### config.mk
export PLATFORM = sky130hd
export DESIGN_NAME = seq_divider
export DESIGN_NICKNAME = d
export VERILOG_FILES = /design/src/rtl/divider_pkg.sv /design/src/rtl/div_step.sv /design/src/rtl/seq_divider.sv
export SDC_FILE = /design/constraint.sdc
export NUM_CORES = 1
export LEC_CHECK = 0
export CAP_MARGIN = 40
export CORE_MARGIN = 2
export CORE_UTILIZATION = 46
export DETAILED_ROUTE_END_ITERATION = 8
export GPL_TIMING_DRIVEN = 0
export HOLD_SLACK_MARGIN = 0.06
export PLACE_DENSITY = 0.71
export SETUP_SLACK_MARGIN = 0.2
export SYNTH_ARGS = -nofsm -noshare
export SYNTH_HDL_FRONTEND = slang
export SYNTH_HIERARCHICAL = 1
export SYNTH_SLANG_ARGS = --single-unit
### constraint.sdc
create_clock -name clk -period 9.2 [get_ports clk]
set_clock_uncertainty 0.05 [all_clocks]
set_input_delay 0.92 -clock clk [delete_from_list [all_inputs] [get_ports clk]]
set_output_delay 0.92 -clock clk [all_outputs]
set_load 0.005 [all_outputs]
### src/rtl/divider_pkg.sv
// Shared types and helpers for the sequential divider.
package divider_pkg;

    // Divider control states.
    typedef enum logic [1:0] {
        IDLE = 2'd0,
        CALC = 2'd1,
        FIX  = 2'd2,
        DONE = 2'd3
    } div_state_t;

    // Width of an iteration counter that must be able to hold the value m.
    function automatic int cnt_width(input int m);
        return $clog2(m + 1);
    endfunction

endpackage

### src/rtl/div_step.sv
// One radix-2 restoring iteration: shift the partial remainder left, bring in
// the next dividend bit (MSB of quo), trial-subtract the divisor at M+1 bits.
module div_step
    import divider_pkg::*;
#(
    parameter int M = 32
) (
    input  logic [M-1:0] rem,
    input  logic [M-1:0] quo,
    input  logic [M-1:0] divisor,
    output logic [M-1:0] rem_next,
    output logic [M-1:0] quo_next
);

    logic [M:0] shifted;
    logic [M:0] diff;

    // The remainder is always below the divisor, so the shifted value fits in
    // M+1 bits and the sign of the M+1-bit difference decides the quotient bit.
    always_comb begin
        shifted = {rem, quo[M-1]};
        diff    = shifted - {1'b0, divisor};
        if (!diff[M]) begin
            rem_next = diff[M-1:0];
            quo_next = {quo[M-2:0], 1'b1};
        end else begin
            rem_next = shifted[M-1:0];
            quo_next = {quo[M-2:0], 1'b0};
        end
    end

endmodule

### src/rtl/seq_divider.sv
// Multi-cycle signed/unsigned integer divider, one quotient bit per clock.
// Operates on magnitudes and fixes up the signs in a final cycle; divide by
// zero and MIN / -1 are detected at accept and bypass the iteration loop.
module seq_divider
    import divider_pkg::*;
#(
    parameter int M           = 32,
    parameter int SIGNED_MODE = 1
) (
    input  logic         clk,
    input  logic         rst,
    input  logic         in_valid,
    output logic         in_ready,
    input  logic [M-1:0] dividend,
    input  logic [M-1:0] divisor,
    output logic         out_valid,
    input  logic         out_ready,
    output logic [M-1:0] quotient,
    output logic [M-1:0] remainder,
    output logic         div_by_zero,
    output logic         overflow
);

    localparam int            CW        = cnt_width(M);
    localparam logic [CW-1:0] LAST_ITER = CW'(M - 1);
    localparam logic [M-1:0]  MIN_VAL   = {1'b1, {(M-1){1'b0}}};

    div_state_t    state_reg;
    logic [M-1:0]  rem_reg;
    logic [M-1:0]  quo_reg;
    logic [M-1:0]  dvs_reg;
    logic [CW-1:0] cnt_reg;
    logic          neg_q_reg;
    logic          neg_r_reg;
    logic          dz_reg;
    logic          ov_reg;

    logic [M-1:0]  rem_next;
    logic [M-1:0]  quo_next;

    logic          sign_a;
    logic          sign_b;
    logic          is_zero;
    logic          is_ovf;
    logic [M-1:0]  mag_a;
    logic [M-1:0]  mag_b;

    // Operand classification and magnitudes; |MIN| is 2^(M-1), which still
    // fits in M unsigned bits, so no extra width is needed here.
    always_comb begin
        sign_a  = (SIGNED_MODE != 0) && dividend[M-1];
        sign_b  = (SIGNED_MODE != 0) && divisor[M-1];
        is_zero = (divisor == '0);
        is_ovf  = (SIGNED_MODE != 0) && (dividend == MIN_VAL) && (divisor == '1);
        mag_a   = sign_a ? (~dividend + 1'b1) : dividend;
        mag_b   = sign_b ? (~divisor + 1'b1) : divisor;
    end

    div_step #(.M(M)) u_step (
        .rem      (rem_reg),
        .quo      (quo_reg),
        .divisor  (dvs_reg),
        .rem_next (rem_next),
        .quo_next (quo_next)
    );

    // Control FSM with registered handshake outputs and result registers.
    always_ff @(posedge clk or posedge rst) begin
        if (rst) begin
            state_reg   <= IDLE;
            rem_reg     <= '0;
            quo_reg     <= '0;
            dvs_reg     <= '0;
            cnt_reg     <= '0;
            neg_q_reg   <= 1'b0;
            neg_r_reg   <= 1'b0;
            dz_reg      <= 1'b0;
            ov_reg      <= 1'b0;
            in_ready    <= 1'b1;
            out_valid   <= 1'b0;
            quotient    <= '0;
            remainder   <= '0;
            div_by_zero <= 1'b0;
            overflow    <= 1'b0;
        end else begin
            case (state_reg)
                IDLE: begin
                    if (in_valid && in_ready) begin
                        in_ready <= 1'b0;
                        cnt_reg  <= '0;
                        dvs_reg  <= mag_b;
                        dz_reg   <= is_zero;
                        ov_reg   <= is_ovf && !is_zero;
                        if (is_zero) begin
                            // Special results are preloaded already signed.
                            quo_reg   <= '1;
                            rem_reg   <= dividend;
                            neg_q_reg <= 1'b0;
                            neg_r_reg <= 1'b0;
                            state_reg <= FIX;
                        end else if (is_ovf) begin
                            quo_reg   <= MIN_VAL;
                            rem_reg   <= '0;
                            neg_q_reg <= 1'b0;
                            neg_r_reg <= 1'b0;
                            state_reg <= FIX;
                        end else begin
                            quo_reg   <= mag_a;
                            rem_reg   <= '0;
                            neg_q_reg <= sign_a ^ sign_b;
                            neg_r_reg <= sign_a;
                            state_reg <= CALC;
                        end
                    end
                end
                CALC: begin
                    rem_reg <= rem_next;
                    quo_reg <= quo_next;
                    cnt_reg <= cnt_reg + CW'(1);
                    if (cnt_reg == LAST_ITER) begin
                        state_reg <= FIX;
                    end
                end
                FIX: begin
                    quotient    <= neg_q_reg ? (~quo_reg + 1'b1) : quo_reg;
                    remainder   <= neg_r_reg ? (~rem_reg + 1'b1) : rem_reg;
                    div_by_zero <= dz_reg;
                    overflow    <= ov_reg;
                    state_reg   <= DONE;
                end
                DONE: begin
                    // First DONE cycle raises out_valid; afterwards wait for
                    // the consumer with results frozen.
                    if (!out_valid) begin
                        out_valid <= 1'b1;
                    end else if (out_ready) begin
                        out_valid <= 1'b0;
                        in_ready  <= 1'b1;
                        state_reg <= IDLE;
                    end
                end
                default: begin
                    state_reg <= IDLE;
                end
            endcase
        end
    end

endmodule

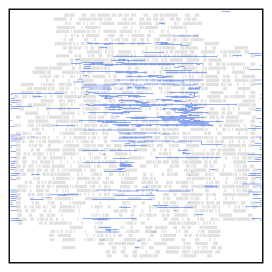
Fig. 1. Metal 3.
(1.5 px per um)
- longest straight run: 95.2 um
- wire length on this layer: 2910 um
- main direction: horizontal
via count of the routed design: 11466
met3 Resource Use GR: 5.219%
wire length after detailed routing: 38680 um

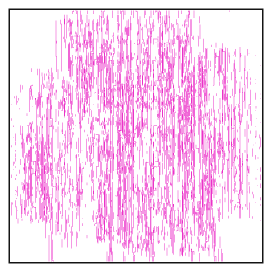
Fig. 2. The metal 2 layer.
(1.5 px per um)
- nets with wire on the layer: 1384
- wire length on this layer: 16700 um
- main direction: vertical
- share of all routed wire: 43%
- longest straight run: 101 um
met2 track utilization from global routing: 41.47%

==> reports/metrics.yaml <==
pwr.group.sequential_mw: 1.56
yosys_cells: 1433
comb_power_mw: 3.91
setup_viol_count_final: 0
gp_congestion: 0.9489
edf_count: 0
xor_share_pct: 10.34
synth.cellmix.simpleShare_pct: 18.42
worstPathMaxFanout: 10
pwr_density_cell_nw_per_um2: 417.7
first_global_vias: 10876
route.detailed.drc: 0
whs_ns: 0.4323
design.die.area_sq_um: 28220
final-max-slew-violation-count: 0
area.share.sequential_pct: 29.87
cts_hold_buf: 0
buffers_excl_clock: 250
ys.flop_type: "dfrtp_1"
ys_sh_mux_pct: 3.722
syn-mean-instance-area_sq_um: 8.632
routed-wl-met2_um: 16710
htreeDepth: 4
design_internal_power_mw: 3.320
preCtsSetupSlack_ns: 4.789
topRoutingLayerUsed: "met5"
place_inst: 1912
yosys_register_bits: 176
non_clock_buffer_area_share_pct: 13.69
buffers_from_clock_root_to_sink_at_most: 2
n_multi_input_combinational_cell: 1090
status: "finished, final reports clean"
drt-vias-per-instance: 5.901
dieWidth_um: 168.0
drt_iter0_markers: 927
cts_tree: "done"
max_slew.worst_pin.slew_ns: 0.8130
fin_tns_setup_ns: 0
asyncSetResetFlopFracSynth_pct: 100.0
critical_path.max_stage_delay_ns: 0.47
cp.arrival_ns: 4.60
syn-num-nets: 1544
m1WireLength_um: 17950
largest_cell_class: "logic gates"
grt_start_max_net_pins: 73
ioPinCount: 136
synth.top_cells.by_area: "dfrtp_1, xor2_1, nor2_1"
fp-utilization_pct: 46.41
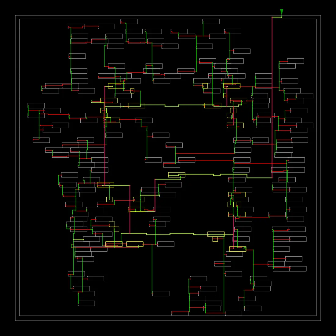
Fig. 3. Clock nets.
insertion delay at the late pin of the worst-skew pair: 0.45 ns
FFs & Latches: 176

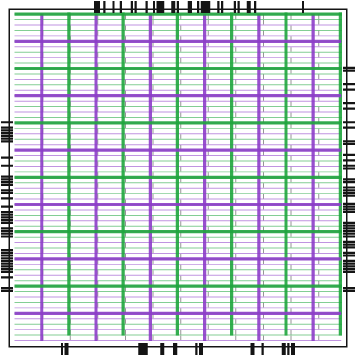
Fig. 4. Floorplan with the power grid.
(2 px per um) Pins as bars on the die edge. Tap cells in grey.
- green: VDD
- purple: VSS
- met5 straps: 12
- tap cells: 341
- met4 straps: 12
- signal pins: 136
- rows: 60

## per-layer routing
layer / GRT usage [%] / vias to the layer above
met2: 41.47 / 470
met1: 40.03 / 5491
met3: 5.219 / 69
met5: 0 / -
li1: - / 5434
met4: 8.620 / 2
## cells in the mapped netlist (4+ instances only)
master       n
a211oi_1     5
a21o_1      14
a21oi_1    114
a221oi_1    33
a31oi_1     12
and3_1       8
buf_1        9
buf_2        9
buf_4       31
clkbuf_1    58
dfrtp_1    175
ha_1        42
inv_1       54
mux2_2      10
mux2_4      19
mux2i_1      4
nand2_1    123
nand2b_1     6
nand3_1     33
nand4_1     18
nor2_1     163
nor2b_1      6
nor3_1      14
nor4_1      10
o2111ai_1    4
o211ai_1     4
o21a_1       6
o21ai_0    108
o21ai_1     10
o2bb2ai_1    5
o31ai_1     36
o41ai_1     20
or2_2        6
or3_1       34
or4_1       14
xnor2_1     34
xor2_1     112
## path summary, 6_finish.rpt
kind                       slack, ns          end        start  cells past startpoint
setup / recovery                4.87  rem_reg[14]  quo_reg[31]                     17
hold / removal                  0.43  dvs_reg[13]  dvs_reg[13]                      2
setup reg to reg                4.87  rem_reg[14]  quo_reg[31]                     17
hold reg to reg                 0.43  dvs_reg[13]  dvs_reg[13]                      2
max in group asynchronous       7.64  rem_reg[10]          rst                      3
min in group asynchronous       0.79  quotient[0]          rst                      2
## worst max-delay path, delay by kind of cell (launching register included)
| kind | cells | cell delay [ns] |
|---|---|---|
| buffers and inverters | 4 | 0.40 |
| AND/OR/NAND/NOR | 4 | 0.67 |
| AND-OR/OR-AND | 5 | 1.29 |
| adder cells (fa/ha/maj) | 2 | 0.66 |
| flip-flops | 1 | 0.47 |
| multiplexers | 2 | 0.65 |
